[src/rtl/i2c_slave_responder.sv]
// I2C target endpoint: oversampled SCL/SDA, START/STOP detection, 7-bit address match, write bytes with ACK.
// Define I2C_SLAVE_READ_EN to add master-read (TX) support; without it reads to SLAVE_ADDR are NACKed.
module i2c_slave_responder #(
  parameter logic [6:0] SLAVE_ADDR  = 7'h42,
  parameter int         SYNC_STAGES = 2
) (
  input  logic       clk,
  input  logic       rst,
  input  logic       scl_in,
  input  logic       sda_in,
  output logic       sda_oe,
  output logic [7:0] rx_data,
  output logic       rx_valid,
  output logic       busy,
  input  logic [7:0] tx_data,
  output logic       tx_req
);

`ifdef I2C_SLAVE_READ_EN
  localparam bit READ_EN = 1'b1;
`else
  localparam bit READ_EN = 1'b0;
`endif

  typedef enum logic [2:0] {
    S_IDLE, S_ADDR, S_ADDR_ACK, S_RX, S_RX_ACK, S_TX, S_TX_ACK, S_IGNORE
  } state_t;

  logic [SYNC_STAGES-1:0] scl_sync_q, scl_sync_d;
  logic [SYNC_STAGES-1:0] sda_sync_q, sda_sync_d;
  logic scl_prev_q, sda_prev_q;
  logic scl_s, sda_s;
  logic start_det, stop_det, scl_rise, scl_fall;
  logic [7:0] sample_byte;

  state_t     state_q, state_d;
  logic [3:0] cnt_q, cnt_d;
  logic [7:0] shift_q, shift_d;
  logic       sda_oe_q, sda_oe_d;
  logic [7:0] rx_data_q, rx_data_d;
  logic       rx_valid_q, rx_valid_d;
  logic       busy_q, busy_d;
  logic       ack_drv_q, ack_drv_d;
  logic       rw_q, rw_d;
  logic       tx_req_q, tx_req_d;
`ifdef I2C_SLAVE_READ_EN
  logic [7:0] tx_shift_q, tx_shift_d;
`else
  logic       unused_tx_data;
  assign unused_tx_data = ^tx_data;
`endif

  always_comb begin
    scl_sync_d = {scl_sync_q[SYNC_STAGES-2:0], scl_in};
    sda_sync_d = {sda_sync_q[SYNC_STAGES-2:0], sda_in};
  end

  assign scl_s       = scl_sync_q[SYNC_STAGES-1];
  assign sda_s       = sda_sync_q[SYNC_STAGES-1];
  assign start_det   = scl_s && scl_prev_q && sda_prev_q && !sda_s;
  assign stop_det    = scl_s && scl_prev_q && !sda_prev_q && sda_s;
  assign scl_rise    = scl_s && !scl_prev_q;
  assign scl_fall    = !scl_s && scl_prev_q;
  assign sample_byte = {shift_q[6:0], sda_s};

  always_comb begin
    state_d    = state_q;
    cnt_d      = cnt_q;
    shift_d    = shift_q;
    sda_oe_d   = sda_oe_q;
    rx_data_d  = rx_data_q;
    rx_valid_d = 1'b0;
    busy_d     = busy_q;
    ack_drv_d  = ack_drv_q;
    rw_d       = rw_q;
    tx_req_d   = 1'b0;
`ifdef I2C_SLAVE_READ_EN
    tx_shift_d = tx_shift_q;
`endif
    // Bus conditions override whatever bit-level work the current state is doing.
    if (start_det) begin
      state_d   = S_ADDR;
      cnt_d     = 4'd0;
      sda_oe_d  = 1'b0;
      ack_drv_d = 1'b0;
    end else if (stop_det) begin
      state_d   = S_IDLE;
      cnt_d     = 4'd0;
      sda_oe_d  = 1'b0;
      busy_d    = 1'b0;
      ack_drv_d = 1'b0;
    end else begin
      case (state_q)
        S_ADDR: if (scl_rise) begin
          shift_d = sample_byte;
          cnt_d   = cnt_q + 4'd1;
          if (cnt_q == 4'd7) begin
            cnt_d = 4'd0;
            rw_d  = sample_byte[0];
            if (sample_byte[7:1] == SLAVE_ADDR && (!sample_byte[0] || READ_EN))
              state_d = S_ADDR_ACK;
            else
              state_d = S_IGNORE;
          end
        end
        S_ADDR_ACK: if (scl_fall) begin
          if (!ack_drv_q) begin
            sda_oe_d  = 1'b1;
            busy_d    = 1'b1;
            ack_drv_d = 1'b1;
          end else begin
            sda_oe_d  = 1'b0;
            ack_drv_d = 1'b0;
            cnt_d     = 4'd0;
`ifdef I2C_SLAVE_READ_EN
            // The ACK release fall is also where the first read bit must appear.
            if (rw_q) begin
              state_d    = S_TX;
              tx_req_d   = 1'b1;
              sda_oe_d   = ~tx_data[7];
              tx_shift_d = {tx_data[6:0], 1'b0};
              cnt_d      = 4'd1;
            end else begin
              state_d = S_RX;
            end
`else
            state_d = rw_q ? S_IGNORE : S_RX;
`endif
          end
        end
        S_RX: if (scl_rise) begin
          shift_d = sample_byte;
          cnt_d   = cnt_q + 4'd1;
          if (cnt_q == 4'd7) begin
            cnt_d   = 4'd0;
            state_d = S_RX_ACK;
          end
        end
        S_RX_ACK: if (scl_fall) begin
          if (!ack_drv_q) begin
            rx_data_d  = shift_q;
            rx_valid_d = 1'b1;
            sda_oe_d   = 1'b1;
            ack_drv_d  = 1'b1;
          end else begin
            sda_oe_d  = 1'b0;
            ack_drv_d = 1'b0;
            cnt_d     = 4'd0;
            state_d   = S_RX;
          end
        end
`ifdef I2C_SLAVE_READ_EN
        S_TX: if (scl_fall) begin
          if (cnt_q == 4'd8) begin
            sda_oe_d = 1'b0;
            cnt_d    = 4'd0;
            state_d  = S_TX_ACK;
          end else begin
            sda_oe_d   = ~tx_shift_q[7];
            tx_shift_d = {tx_shift_q[6:0], 1'b0};
            cnt_d      = cnt_q + 4'd1;
          end
        end
        S_TX_ACK: if (scl_rise) begin
          if (!sda_s) begin
            tx_req_d   = 1'b1;
            tx_shift_d = tx_data;
            cnt_d      = 4'd0;
            state_d    = S_TX;
          end else begin
            state_d = S_IGNORE;
          end
        end
`endif
        S_IGNORE: sda_oe_d = 1'b0;
        default: ;
      endcase
    end
  end

  always_ff @(posedge clk) begin
    if (rst) begin
      scl_sync_q <= '1;
      sda_sync_q <= '1;
      scl_prev_q <= 1'b1;
      sda_prev_q <= 1'b1;
      state_q    <= S_IDLE;
      cnt_q      <= 4'd0;
      shift_q    <= 8'h00;
      sda_oe_q   <= 1'b0;
      rx_data_q  <= 8'h00;
      rx_valid_q <= 1'b0;
      busy_q     <= 1'b0;
      ack_drv_q  <= 1'b0;
      rw_q       <= 1'b0;
      tx_req_q   <= 1'b0;
`ifdef I2C_SLAVE_READ_EN
      tx_shift_q <= 8'h00;
`endif
    end else begin
      scl_sync_q <= scl_sync_d;
      sda_sync_q <= sda_sync_d;
      scl_prev_q <= scl_s;
      sda_prev_q <= sda_s;
      state_q    <= state_d;
      cnt_q      <= cnt_d;
      shift_q    <= shift_d;
      sda_oe_q   <= sda_oe_d;
      rx_data_q  <= rx_data_d;
      rx_valid_q <= rx_valid_d;
      busy_q     <= busy_d;
      ack_drv_q  <= ack_drv_d;
      rw_q       <= rw_d;
      tx_req_q   <= tx_req_d;
`ifdef I2C_SLAVE_READ_EN
      tx_shift_q <= tx_shift_d;
`endif
    end
  end

  assign sda_oe   = sda_oe_q;
  assign rx_data  = rx_data_q;
  assign rx_valid = rx_valid_q;
  assign busy     = busy_q;
  assign tx_req   = tx_req_q;

endmodule

[config.mk]
export PLATFORM = sky130hd
export DESIGN_NAME = i2c_slave_responder
export DESIGN_NICKNAME = d
export VERILOG_FILES = /design/src/rtl/i2c_slave_responder.sv
export SDC_FILE = /design/constraint.sdc
export NUM_CORES = 1
export LEC_CHECK = 0
export ABC_AREA = 1
export CORE_MARGIN = 8
export CORE_UTILIZATION = 35
export DETAILED_ROUTE_END_ITERATION = 16
export DONT_BUFFER_PORTS = 1
export GPL_TIMING_DRIVEN = 0
export PLACE_DENSITY = 0.55
export SLEW_MARGIN = 25
export SYNTH_ARGS = -nofsm -noshare
export SYNTH_HDL_FRONTEND = slang
export SYNTH_SLANG_ARGS = --single-unit
[constraint.sdc]
create_clock -name clk -period 1.3 [get_ports clk]
set_clock_uncertainty 0.05 [all_clocks]
set_input_delay 0.26 -clock clk [delete_from_list [all_inputs] [get_ports clk]]
set_output_delay 0.26 -clock clk [all_outputs]
set_load 0.02 [all_outputs]
Fig. 1: run 1, metal 3
Drawn at 3 px/um.
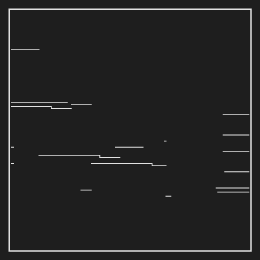
13 nets have wire on it. The layer holds 5.9% of the routed length. The layer carries 179 um of wire. The wires run mostly horizontal. The longest straight run is 20.2 um.

Fig. 2: run 1, congestion heat map
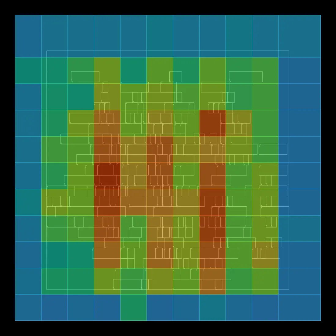
routing usage on met1: 0.1258
Total Routing Usage GR: 0.1063

Fig. 3: run 1, sizing map
Drawn at 6 px/um.
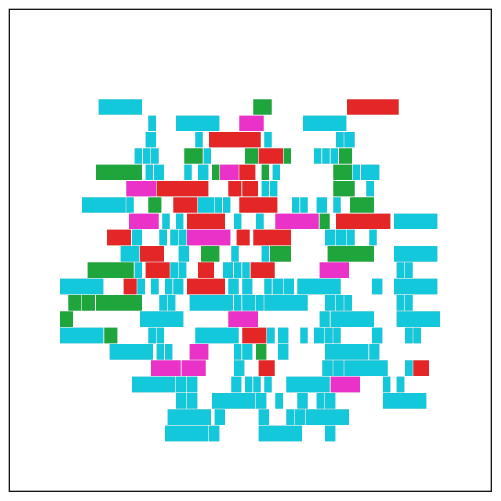
_3 and _4 cells: shown in red, cells 23, share 11%. _2 cells: shown in green, cells 23, share 11%. _0 and _1 cells: shown in cyan, cells 145, share 71%. _6 and larger: shown in magenta, cells 12, share 5.9%.

==> notes.md, run 1 <==
Results of the full flow below.

Synthesis:
- The commonest cells after synthesis are 34 x dfxtp_1, 33 x nand2_1, 30 x nor2_1.
- The synthesized design contains 0 enable-type register cells.
- Per the synth log, the flip-flop and latch total comes to 34.
- Of the synthesized area, sequential elements account for 0.4735.
- The run gives the cell type contributing the most total cell area after synthesis as dfxtp_1.
- Of the post-synthesis cell area, the dominant cell type holds 0.4735.
- For this run, the leading register cell type out of synthesis is dfxtp_1.

Route:
- The run gives the first-pass iteration count of the detailed router as 4.
- The run puts the sum of routed wire length over all layers at a little over 3 mm.
- The highest metal layer carrying signal wires in the routed design is met4.
- Per the log, the first TritonRoute iteration ended with a DRC count of about 60.

Critical path:
- Counting buffers and inverters, the worst setup path is 8 cells deep.
- The run gives the slowest stage cell on the critical path as dfxtp_4.
- The critical path in this run is classified as reg2reg.
- According to the timing report, the critical path is captured at state_q[2].
- On the critical path the largest part of the delay comes from simple AND/OR/NAND/NOR gates.
- The run gives the required time of the worst setup path as 1470 ps.
- In this run the worst path has a maximum fanout of 8.

Layout:
- The run puts the sequential cell area share at 0.3887.
- By instance count after routing, the leading logic cell types are 31 x nand2_1, 27 x dfxtp_1, 25 x nor2_1.
- According to the cell report, flip-flops and latches in the layout number 34.
- The run puts the count of placed standard cells in the final layout, fillers left out at approximately 250.
- The run gives the count of nets after finishing as 215.
- The run gives the relative area change from synthesis to final layout as 24.72%.
- The run puts the portion of the layout cell area used by non-clock buffers at 0.04047.

Placement:
- The run puts the instance count after placement with tap cells included at 241.
- The run puts the worst setup slack after placement at -67.99 ps.
- For this run the detailed placement stage logged an HPWL of about 2.0 mm.

Min path:
- The startpoint identified for the worst hold timing path is sda_in.
- The run gives the endpoint of the worst hold path as sda_sync_q[0].

GRT:
- The run puts the maximum number of pins on one net before global-route repair at 11.
- met3 track demand over resource after global routing is 0.04129.
- The initial antenna violation count came to 0.
- The first global-routing pass estimated 5.244 mm of wire.
- The via count of the first global-routing pass is between 1,000 and 1,500.

Die:
- The run gives the starting density of the core as 0.3620.

STA:
- The run puts the final worst-path cycle share at 0.9623.
- The run puts the minimum clock period at 1251 ps.
- The run puts the number of max-slew violations in the final report at 0.
- Setup repair after global routing could not meet its margin everywhere.

Power:
- The run puts the logic gate share of total power at 0.047.
- In this run the power spent charging and discharging nets is 0.4450 mW.
- The run puts the switching share of power at 0.2278.
- The run gives the combinational cell power as around 0.093 mW.

CTS:
- The run gives the latest clock arrival within the worst-skew pair as approximately 290 ps.
- After clock tree synthesis, the setup repair step added 0 buffers.
- TritonCTS built the clock tree.

Flow run:
- Max-cap violations in this run came to 0.

Outcome:
- The run finished with clean final reports.
==> run 2, diff against run 1 <==
CAP_MARGIN = 5   (was default)
Fig. 4: run 2, metal 3
Drawn at 3 px/um.
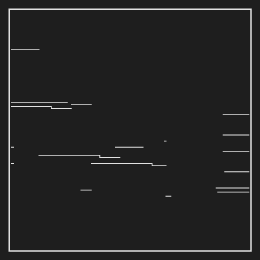
The longest straight run is 20.2 um. The layer holds 5.9% of the routed length. The layer carries 179 um of wire.

Fig. 5: run 2, metal 2
Drawn at 3 px/um.
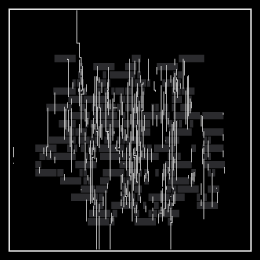
The wires run mostly vertical. The layer holds 44% of the routed length. The layer carries 1,350 um of wire. 156 nets have wire on it. The longest straight run is 22.1 um.

Fig. 6: run 2, sizing map
Drawn at 6 px/um.
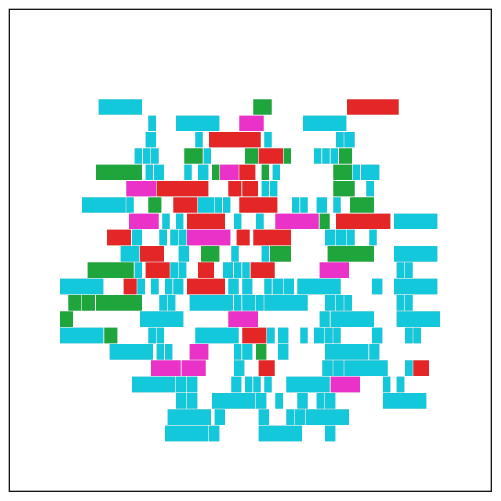
_3 and _4 cells: shown in red, cells 23, share 11%. _0 and _1 cells: shown in cyan, cells 145, share 71%. _2 cells: shown in green, cells 23, share 11%. _6 and larger: shown in magenta, cells 12, share 5.9%.

==> run 2 against run 1 <==
Compared with the run above:
- non-clock buffer count unchanged
- critical endpoint unchanged
- global-route usage unchanged
- fmax unchanged
- critical path depth unchanged
- hold slack unchanged
- cell area unchanged
- largest power group unchanged
==> notes.md, run 2 <==
Results of the full flow below.

Outcome:
- Status: complete, no violations (unchanged).

Min path:
- The run gives the endpoint of the worst hold path as sda_sync_q[0] (unchanged).
- The startpoint of the lowest-slack hold path is sda_in (unchanged).

Synthesis:
- Commonest cells in the netlist: 34 x dfxtp_1, 33 x nand2_1, 30 x nor2_1 (unchanged).
- The run gives the register area share after synthesis as 0.4735 (unchanged).
- The dominant synthesized flop cell is dfxtp_1 (unchanged).
- The cell type contributing the most total cell area after synthesis is dfxtp_1 (unchanged).
- The run puts the number of enable flip-flop cells at 0 (unchanged).
- The run puts the register bit total from synthesis at 34 (unchanged).
- The area share of the largest cell type after synthesis came to 0.4735 (unchanged).

Layout:
- The run gives the count of placed standard cells in the final layout, fillers left out as 253 (unchanged).
- The run puts the portion of the layout cell area used by non-clock buffers at 0.04047 (unchanged).
- The relative area change from synthesis to final layout was 24.72% (unchanged).
- Dominant logic cell types in the final layout: 31 x nand2_1, 27 x dfxtp_1, 25 x nor2_1 (unchanged).
- The run gives the sequential cell area share as 0.3887 (unchanged).
- The count of nets after finishing came to 215 (unchanged).
- The flip-flop and latch count came to 34 (unchanged).

Route:
- The run puts the first-pass iteration count of the detailed router at 4 (unchanged).
- The top routing layer in use is met4 (unchanged).
- The run gives the violation tally from detailed-route iteration zero as 60 (unchanged).

Critical path:
- The run puts the logic depth of the worst path, buffers included at 8 (unchanged).
- The capturing instance or port of the critical path is state_q[2] (unchanged).
- The run gives the required time of the worst setup path as 1470 ps (about the same).
- The cell family with the largest share of critical-path delay was simple AND/OR/NAND/NOR gates (unchanged).
- The run gives the highest fanout seen on the critical path as 8 (unchanged).
- The run gives the slowest stage cell on the critical path as dfxtp_4 (unchanged).

Power:
- The switching share of power came to 0.2278 (unchanged).
- The run gives the combinational cell power as 0.0926 mW (about the same).
- The run gives the switching power of the nets as 0.4450 mW (unchanged).
- The logic gate share of total power was 0.047 (about the same).

STA:
- The minimum clock period was 1251 ps (unchanged).
- The run puts the final worst-path cycle share at 0.9623 (unchanged).
- The number of max-slew violations in the final report was 0 (unchanged).

Placement:
- The run puts the worst setup slack after placement at -67.99 ps (unchanged).
- The half-perimeter wire length after placement is 2.034 mm (unchanged).

GRT:
- The run gives the maximum number of pins on one net before global-route repair as 11 (unchanged).
- The run gives the via count of the first global-routing pass as 1,129 (unchanged).
- The run gives the initial antenna violation count as 0 (unchanged).
- The run gives the wire length of the first global-routing pass as 5.244 mm (unchanged).
- The run puts the total routing resource utilization after global routing at 0.1063 (unchanged).

CTS:
- The latest clock arrival within the worst-skew pair came to 290 ps (about the same).
- The run gives the post-CTS repair timing setup buffer count as 0 (unchanged).

Die:
- The starting density of the core came to 0.3620 (unchanged).
==> run 3, diff against run 2 <==
PLACE_DENSITY = default   (was 0.55)
Fig. 7: run 3, gate-type map
Drawn at 6 px/um.
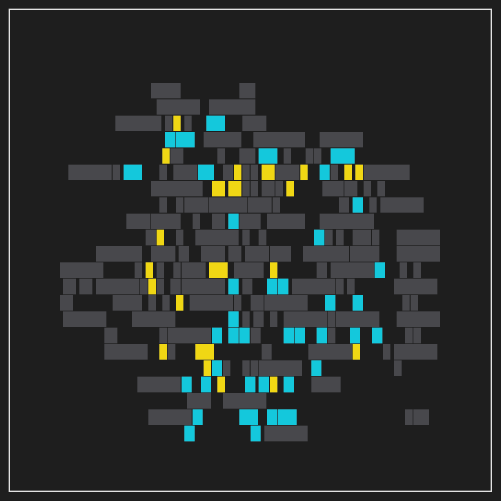
aoi and oai cells: shown in cyan, cells 39, most used o21ai_0. inv cells: shown in yellow, cells 22, most used inv_1.

Fig. 8: run 3, sizing map
Drawn at 6 px/um.
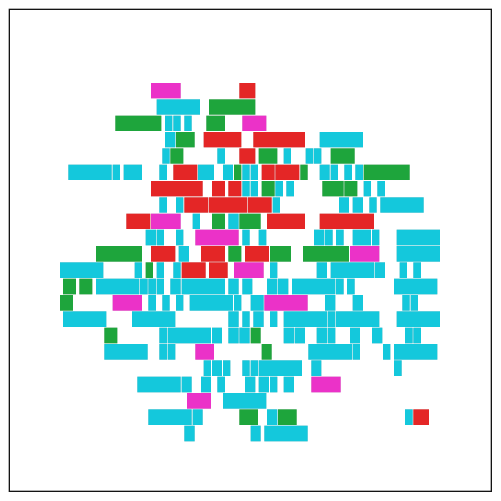
_6 and larger: shown in magenta, cells 11, share 5.5%. _3 and _4 cells: shown in red, cells 22, share 11%. _2 cells: shown in green, cells 28, share 14%. _0 and _1 cells: shown in cyan, cells 139, share 70%.

==> run 3 against run 2 <==
Compared with the run above:
- via count grew 1.2%
- die area is the same
- setup slack lost 14 ps
- critical endpoint is now cnt_q[0]
==> notes.md, run 3 <==
Results of the full flow below.

Layout:
- Dominant logic cell types in the final layout: 29 x nand2_1, 27 x dfxtp_1, 23 x nor2_1 (was 31 x nand2_1, 27 x dfxtp_1, 25 x nor2_1).
- The run gives the count of placed standard cells in the final layout, fillers left out as 250 (was 253).
- The run puts the count of nets after finishing at 214 (was 215).
- The run puts the relative area change from synthesis to final layout at 24.37% (was 24.72%).
- The run gives the portion of the layout cell area used by non-clock buffers as 0.03499 (was 0.04047).

CTS:
- The latest clock arrival within the worst-skew pair is 280 ps (was 290 ps).
- The run gives the TritonCTS clock tree as yes (unchanged).

STA:
- The run puts the minimum clock period at 1265 ps (was 1251 ps).
- The run puts the final worst-path cycle share at 0.9730 (was 0.9623).
- The run gives the number of max-slew violations in the final report as 0 (unchanged).

Outcome:
- Status: complete, no violations (unchanged).

Placement:
- The run gives the half-perimeter wire length after placement as 2.098 mm (was 2.034 mm).
- The run puts the instance count after placement with tap cells included at 241 (unchanged).

Synthesis:
- The run puts the register area share after synthesis at 0.4735 (unchanged).
- The run gives the dominant synthesized flop cell as dfxtp_1 (unchanged).
- The run gives the number of enable flip-flop cells as 0 (unchanged).
- Commonest cells in the netlist: 34 x dfxtp_1, 33 x nand2_1, 30 x nor2_1 (unchanged).

Power:
- The switching power of the nets came to 0.4169 mW (was 0.4450 mW).
- The switching share of power is 0.2188 (was 0.2278).

Critical path:
- The run puts the highest fanout seen on the critical path at 7 (was 8).
- The slowest stage cell on the critical path was dfxtp_2 (was dfxtp_4).
- The run gives the category of the critical setup timing path as reg2reg (unchanged).

Flow run:
- The max-cap check violation count is 0 (unchanged).

Die:
- The starting density of the core is 0.3620 (unchanged).

GRT:
- The run puts the via count of the first global-routing pass at 1,136 (was 1,129).
- The run puts the global-route met3 utilization at 0.04353 (was 0.04129).

Route:
- The run puts the violation tally from detailed-route iteration zero at 53 (was 60).
Fig. 9: run 3, congestion heat map
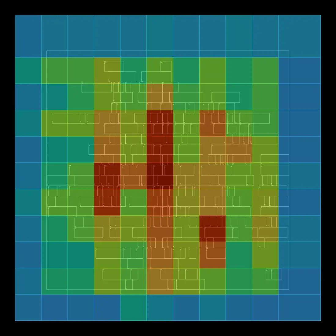
routing usage on met1: 0.1126
Total Routing Usage GR: 0.09885
drt wl/cell: 12.08 um

No activity file was given, so power comes from the tool's default toggle rates.
